Figure 1. Wiring by layer.
Bar = 50 um. Only two layers are drawn.
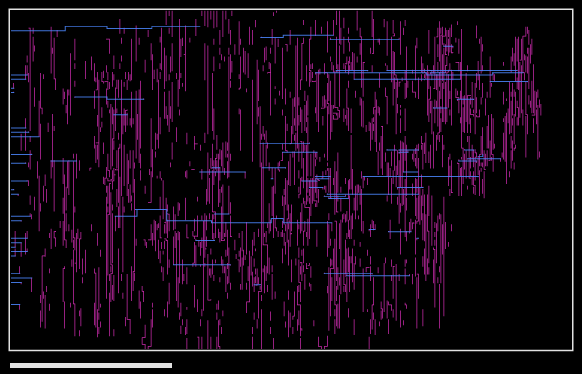
Figure 2. Cell classes on the final placement.
Fill, decap, tap and diode cells in gray.
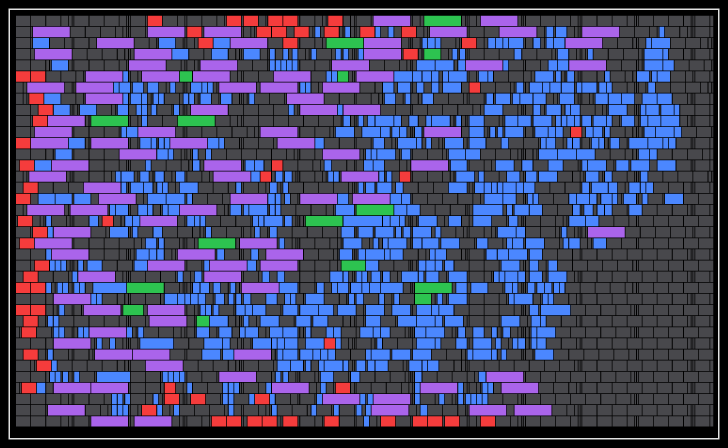
Figure 3. Sequential cells colored by netlist name.
Bar = 50 um. Other sequential cells in the stronger gray, the rest of the logic in the fainter gray.
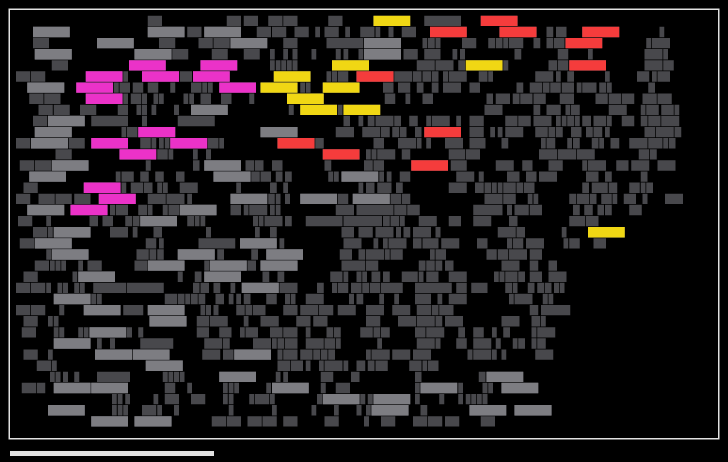
Figure 4. Clock nets.
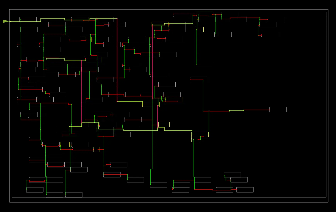
==> src/rtl/brick_collide_scan_if.sv <==
// brick_collide_scan_if
// Groups the frame request, latched-input and result signals of the
// brick collision scanner.
//   frame_tick      : one-cycle scan request
//   ball_x, ball_y  : ball box top-left corner (pixels, unsigned)
//   alive           : brick alive flags, bit i = brick i
//   collide         : per-brick hit flags of the last completed scan
//   bounce_x/_y     : one-cycle velocity reflection pulses
//   done            : one-cycle scan-complete pulse
//   busy            : scanner is in SCAN or REPORT
// The master drives requests and inputs; the slave (the scanner) drives results.
interface brick_collide_scan_if;
  logic        frame_tick;
  logic [9:0]  ball_x;
  logic [9:0]  ball_y;
  logic [14:0] alive;
  logic [14:0] collide;
  logic        bounce_x;
  logic        bounce_y;
  logic        done;
  logic        busy;

  modport master (
    output frame_tick, ball_x, ball_y, alive,
    input  collide, bounce_x, bounce_y, done, busy
  );

  modport slave (
    input  frame_tick, ball_x, ball_y, alive,
    output collide, bounce_x, bounce_y, done, busy
  );
endinterface

==> src/rtl/brick_collide_scan.sv <==
// brick_collide_scan
// On a frame tick, latches the ball position and brick alive flags, then
// walks the 3x5 brick grid one brick per cycle, accumulating which live
// bricks the ball box overlaps and which axis the first hit should reflect.
// Ports:
//   clk  : system clock
//   rst  : asynchronous active-high reset
//   bus  : brick_collide_scan_if.slave (frame_tick, ball_x, ball_y, alive in;
//          collide, bounce_x, bounce_y, done, busy out)
//
// state  | meaning
// IDLE   | waiting for frame_tick
// SCAN   | testing brick idx (0..14), one per cycle
// REPORT | publishing collide / bounce / done on exit
module brick_collide_scan #(
  parameter int X0      = 40,
  parameter int Y0      = 40,
  parameter int BRICK_W = 100,
  parameter int BRICK_H = 20,
  parameter int GAP_X   = 12,
  parameter int GAP_Y   = 10,
  parameter int BALL    = 8
) (
  input logic clk,
  input logic rst,
  brick_collide_scan_if.slave bus
);

  localparam logic [10:0] X0_W     = 11'(X0);
  localparam logic [10:0] Y0_W     = 11'(Y0);
  localparam logic [10:0] BW_W     = 11'(BRICK_W);
  localparam logic [10:0] BH_W     = 11'(BRICK_H);
  localparam logic [10:0] BALL_W   = 11'(BALL);
  localparam logic [10:0] COL_STEP = 11'(BRICK_W + GAP_X);
  localparam logic [10:0] ROW_STEP = 11'(BRICK_H + GAP_Y);

  typedef enum logic [1:0] {IDLE, SCAN, REPORT} state_t;

  state_t state, state_nxt;

  logic        start, step, report;
  logic [9:0]  bx_q, by_q;
  logic [14:0] alive_q, acc;
  logic [3:0]  idx;
  logic [2:0]  col;
  logic [1:0]  row;
  logic [10:0] brx, bry;
  logic        hit_seen, axis_x, axis_y;

  logic [10:0]        ball_l, ball_r, ball_t, ball_b;
  logic [10:0]        brick_r, brick_b;
  logic [10:0]        lo_x, hi_x, lo_y, hi_y;
  logic signed [10:0] ox, oy;
  logic               hit;

  // state register
  always_ff @(posedge clk or posedge rst) begin
    if (rst) state <= IDLE;
    else     state <= state_nxt;
  end

  // next-state logic
  always_comb begin
    state_nxt = state;
    case (state)
      IDLE:    if (bus.frame_tick) state_nxt = SCAN;
      SCAN:    if (idx == 4'd14)   state_nxt = REPORT;
      REPORT:  state_nxt = IDLE;
      default: state_nxt = IDLE;
    endcase
  end

  // state-decoded controls
  always_comb begin
    start    = (state == IDLE) && bus.frame_tick;
    step     = (state == SCAN);
    report   = (state == REPORT);
    bus.busy = (state != IDLE);
  end

  // Overlap of ball box and current brick. Right/bottom ends use 11 bits so
  // a ball near 1023 does not wrap; the difference always fits signed 11 bits.
  always_comb begin
    ball_l  = {1'b0, bx_q};
    ball_t  = {1'b0, by_q};
    ball_r  = ball_l + BALL_W;
    ball_b  = ball_t + BALL_W;
    brick_r = brx + BW_W;
    brick_b = bry + BH_W;
    lo_x    = (ball_l > brx)     ? ball_l : brx;
    hi_x    = (ball_r < brick_r) ? ball_r : brick_r;
    lo_y    = (ball_t > bry)     ? ball_t : bry;
    hi_y    = (ball_b < brick_b) ? ball_b : brick_b;
    ox      = $signed(hi_x - lo_x);
    oy      = $signed(hi_y - lo_y);
    hit     = step && alive_q[idx] && (ox > 11'sd0) && (oy > 11'sd0);
  end

  always_ff @(posedge clk or posedge rst) begin
    if (rst) begin
      bx_q         <= '0;
      by_q         <= '0;
      alive_q      <= '0;
      acc          <= '0;
      idx          <= '0;
      col          <= '0;
      row          <= '0;
      brx          <= '0;
      bry          <= '0;
      hit_seen     <= 1'b0;
      axis_x       <= 1'b0;
      axis_y       <= 1'b0;
      bus.collide  <= '0;
      bus.done     <= 1'b0;
      bus.bounce_x <= 1'b0;
      bus.bounce_y <= 1'b0;
    end else begin
      bus.done     <= 1'b0;
      bus.bounce_x <= 1'b0;
      bus.bounce_y <= 1'b0;
      if (start) begin
        bx_q     <= bus.ball_x;
        by_q     <= bus.ball_y;
        alive_q  <= bus.alive;
        acc      <= '0;
        idx      <= '0;
        col      <= '0;
        row      <= '0;
        brx      <= X0_W;
        bry      <= Y0_W;
        hit_seen <= 1'b0;
        axis_x   <= 1'b0;
        axis_y   <= 1'b0;
      end
      if (step) begin
        if (hit) begin
          acc[idx] <= 1'b1;
          // only the lowest-index hit decides the reflection axis
          if (!hit_seen) begin
            hit_seen <= 1'b1;
            axis_x   <= (ox <= oy);
            axis_y   <= (oy <= ox);
          end
        end
        idx <= idx + 4'd1;
        if (col == 3'd4) begin
          col <= '0;
          brx <= X0_W;
          row <= row + 2'd1;
          bry <= bry + ROW_STEP;
        end else begin
          col <= col + 3'd1;
          brx <= brx + COL_STEP;
        end
      end
      if (report) begin
        bus.collide  <= acc;
        bus.done     <= 1'b1;
        bus.bounce_x <= axis_x;
        bus.bounce_y <= axis_y;
      end
    end
  end

endmodule

==> src/flat_wrapper.sv <==
// flat-port wrapper written by rule: the top's interface ports become plain ports
module brick_collide_scan_flat 
#(
  parameter int X0      = 40,
  parameter int Y0      = 40,
  parameter int BRICK_W = 100,
  parameter int BRICK_H = 20,
  parameter int GAP_X   = 12,
  parameter int GAP_Y   = 10,
  parameter int BALL    = 8
)
  (clk, rst, bus_frame_tick, bus_ball_x, bus_ball_y, bus_alive, bus_collide, bus_bounce_x, bus_bounce_y, bus_done, bus_busy);
  brick_collide_scan_if bus_i ();
  input logic clk;
  input logic rst;
  input wire logic [$bits(bus_i.frame_tick)-1:0] bus_frame_tick;
  input wire logic [$bits(bus_i.ball_x)-1:0] bus_ball_x;
  input wire logic [$bits(bus_i.ball_y)-1:0] bus_ball_y;
  input wire logic [$bits(bus_i.alive)-1:0] bus_alive;
  output wire logic [$bits(bus_i.collide)-1:0] bus_collide;
  output wire logic [$bits(bus_i.bounce_x)-1:0] bus_bounce_x;
  output wire logic [$bits(bus_i.bounce_y)-1:0] bus_bounce_y;
  output wire logic [$bits(bus_i.done)-1:0] bus_done;
  output wire logic [$bits(bus_i.busy)-1:0] bus_busy;
  assign bus_i.frame_tick = bus_frame_tick;
  assign bus_i.ball_x = bus_ball_x;
  assign bus_i.ball_y = bus_ball_y;
  assign bus_i.alive = bus_alive;
  assign bus_collide = bus_i.collide;
  assign bus_bounce_x = bus_i.bounce_x;
  assign bus_bounce_y = bus_i.bounce_y;
  assign bus_done = bus_i.done;
  assign bus_busy = bus_i.busy;
  brick_collide_scan #(.X0(X0), .Y0(Y0), .BRICK_W(BRICK_W), .BRICK_H(BRICK_H), .GAP_X(GAP_X), .GAP_Y(GAP_Y), .BALL(BALL)) u_core (.clk(clk), .rst(rst), .bus(bus_i));
endmodule
==> config.mk <==
export PLATFORM = sky130hd
export DESIGN_NAME = brick_collide_scan_flat
export DESIGN_NICKNAME = d
export VERILOG_FILES = /design/src/rtl/brick_collide_scan_if.sv /design/src/rtl/brick_collide_scan.sv /design/src/flat_wrapper.sv
export SDC_FILE = /design/constraint.sdc
export NUM_CORES = 1
export LEC_CHECK = 0
export CAP_MARGIN = 20
export CORE_ASPECT_RATIO = 0.6
export CORE_UTILIZATION = 40
export DETAILED_ROUTE_END_ITERATION = 10
export GPL_ROUTABILITY_DRIVEN = 0
export PLACE_DENSITY = 0.55
export SLEW_MARGIN = 25
export SYNTH_ARGS = -nofsm -noshare
export SYNTH_HDL_FRONTEND = slang
export SYNTH_SLANG_ARGS = --single-unit
==> constraint.sdc <==
create_clock -name clk -period 7.45 [get_ports clk]
set_clock_uncertainty 0.2 [all_clocks]
set_input_delay 1.49 -clock clk [delete_from_list [all_inputs] [get_ports clk]]
set_output_delay 1.49 -clock clk [all_outputs]
set_load 0.05 [all_outputs]
==> results.txt <==
Status on the layout run. Counting stages on the worst path, the most repeated cell is ha_1. Headroom to the max-slew limit landed at 43.08%. Number of buffers on the longest clock path landed at 2. Detailed placement reports a standard cell area of 7838 sq um. The worst setup path is captured at a register. Achievable frequency landed at 0.1550 GHz. The commonest cells after synthesis are 177 x nand2_1, 99 x dfrtp_1, 78 x ha_1, 46 x nor2_1, 43 x inv_1.

After synthesis, the netlist uses 59 different library cells. The final antenna diode tally reported by the flow is 0.

Clock tree synthesis selected as its root buffer the cell clkbuf_16. The number of setup buffers added after CTS is 0. The endpoint of the worst hold path is reported as u_core.alive_q[8]. Number of cell instances after yosys synthesis landed at 796.

The post-synth register bit count is 99. The top cell type by area accounts for 35.26% of the synthesized area. The first global-routing pass estimated 29.89 mm of wire. The flow ran to the end, and the final reports show no timing, DRC or antenna violations. Synthesized-area fraction occupied by xor and xnor cells landed at 5.110%. X dimension of the die landed at 173.1 um.

The post-CTS hold buffer count recorded in the log is 0. Number of nets in the layout landed at 960. Number of vias per cell landed at 5.380. The timing report gives the worst reg2reg path a setup slack of 1.0 ns. The end-of-flow timing check tallies setup violations at 0.

The script logs the mean routed wire length per placed instance as 16.36 um. Looking at the setup timing report, the critical path kind is reg -> reg. The worst hold path begins at u_core.alive_q[8]. Number of inserted filler cells in the final layout landed at 1653. In the post-synthesis netlist, the cell with the most instances is nand2_1.

TritonCTS built the clock tree. Per the final report, max-transition violations number 0. STA lists the maximum fanout along the critical path as 17. Yosys mapped a number of flops with a built-in enable equal to 0.

Synthesis produced a netlist with a net count of 914. Violation tally from detailed-route iteration zero landed at 395. Sequential cells were found to cover 35.26% of the synthesized design area. Async set-or-reset flop fraction in the synthesized netlist landed at 100.0%. Yosys attributes the largest share of cell area to dfrtp_1 35%, ha_1 14%, nand2_1 9.5%. Growth of design area from synthesis to finish landed at 15.85%. For this design, the slowest cell found on the critical path is a21oi_1. Cell count after synthesis landed at 796.

Critical path depth landed at 26. In the hold timing report, the worst path depth is 2. Post-route clock period utilization landed at 86.60%. TritonRoute reported its final design rule violation total as 0. Setup repair after global routing left no endpoint under its margin.

Tally of OpenROAD warnings landed at 34. The die covers 18120 sq um. Summing the areas of all and, or, nand and nor instances in the mapped netlist gives 18.87% of the synthesized area.

Number of antenna violations at the first check in global routing landed at 0. Per the detail_route report, the via count comes to 5816. Final total negative setup slack landed at 0 ns. Number of nets with antenna violations after detailed routing landed at 0. Once detailed placement completed, the half-perimeter wirelength came to 13.63 mm. On the final layout, the worst hold slack is 0.2742 ns.

Yosys-reported design area after synthesis landed at 7027 sq um. Yosys shows that the main logic family after synthesis is simple AND/OR/NAND/NOR gates. Sorting the Yosys area breakdown by cell type puts at the top dfrtp_1.

Pre-placement core utilization landed at 40.91%. The cell family contributing the most delay on the critical path is AND-OR/OR-AND gates. The clock net in this run drives a total of 99 sinks. The worst path in the final design needs a cycle of 6.451 ns, including I/O delays and setup. Slew at the pin with the worst max-slew slack landed at 0.8487 ns.

Number of buffers and inverters on the critical path landed at 3.
-- Figure 1 (at the start) --
Magenta stands for met2, wire length 7200 um. Blue stands for met3, wire length 734 um.
overall routing resource usage: 20.71%
Routed WL: 17.69 mm

-- Figure 2 (at the start) --
Red stands for other buffers and delay cells, cells 64, share of their area 7.9%. Blue stands for all other logic, cells 668, share of their area 57%. Purple stands for flip-flops, cells 99, share of their area 32%. Green stands for clock drivers and dummy loads, cells 16, share of their area 3.9%.
cell area after layout: 8140 sq um
Placement Rows: 37
core utilization of the finished layout: 47.40%
core area: 17180 sq um

-- Figure 3 (at the start) --
Magenta stands for u_core.acc, sequential cells 15, where upper left. Yellow stands for u_core.by_q, sequential cells 10, where top center. Red stands for u_core.bry, sequential cells 11.
fraction of standard cell area that is sequential: 30.43%
Sequential Area: 2477 sq um

-- Figure 4 (at the start) --
number of clock buffers in the layout: 10
clock buffers created by TritonCTS: 9

-- metal layers --
metal	part of all wire (%)	track usage, %	vias to the layer above	routed length [um]
met3	4.1	3.384	12	733
li1	-	-	2881	-
met2	41	30.50	117	7203
met4	0.90	4.804	0	159
met1	54	31.40	2806	9593
met5	0	0	-	0
-- registers in the layout, indices dropped and copies added (netlist names), 2 cells and up --
register / cells
u_core.acc: 15
u_core.alive_q: 15
u_core.bus.collide: 15
u_core.bry: 11
u_core.bx_q: 10
u_core.by_q: 10
u_core.brx: 8
u_core.idx: 4
u_core.col: 3
u_core.state: 2
-- placed cells by master (no fill, tap or decap), types with 20 or more instances in the layout --
master,synthesis,final
nor2_1,46,46
o21ai_0,42,42
xor2_1,20,20
mux2i_1,24,24
a21oi_1,38,38
clkdlybuf4s50_1,0,56
ha_1,78,78
nand2_1,177,176
inv_1,43,42
dfrtp_1,99,99
xnor2_1,21,21
-- stage by stage --
stage / setup WS, ns / util [%] / cells
2_1_floorplan: 1.832 / - / 796
3_3_place_gp: 1.612 / 45.60 / 1065
3_5_place_dp: 1.091 / 45.63 / 1065
4_1_cts: 1.051 / 47.40 / 1081
5_1_grt: 0.4967 / 47.40 / 1081
6_report: 0.9986 / 47.40 / 1081
-- cell type report --
class	count	area [sq um]	area share [%]
sequential	99	2477	30.43
clock buffer	10	239.0	2.936
inverter	43	163.9	2.014
timing repair buffer	64	620.6	7.624
clock inverter	6	63.81	0.7839
multi-input combinational	625	4283	52.61
tap	234	292.8	3.597
-- tightest hold or removal path: stages (launching register included) --
cell and delay (ns):
dfrtp_1 0.34, nand2_1 0.05, nand2_1 0.05
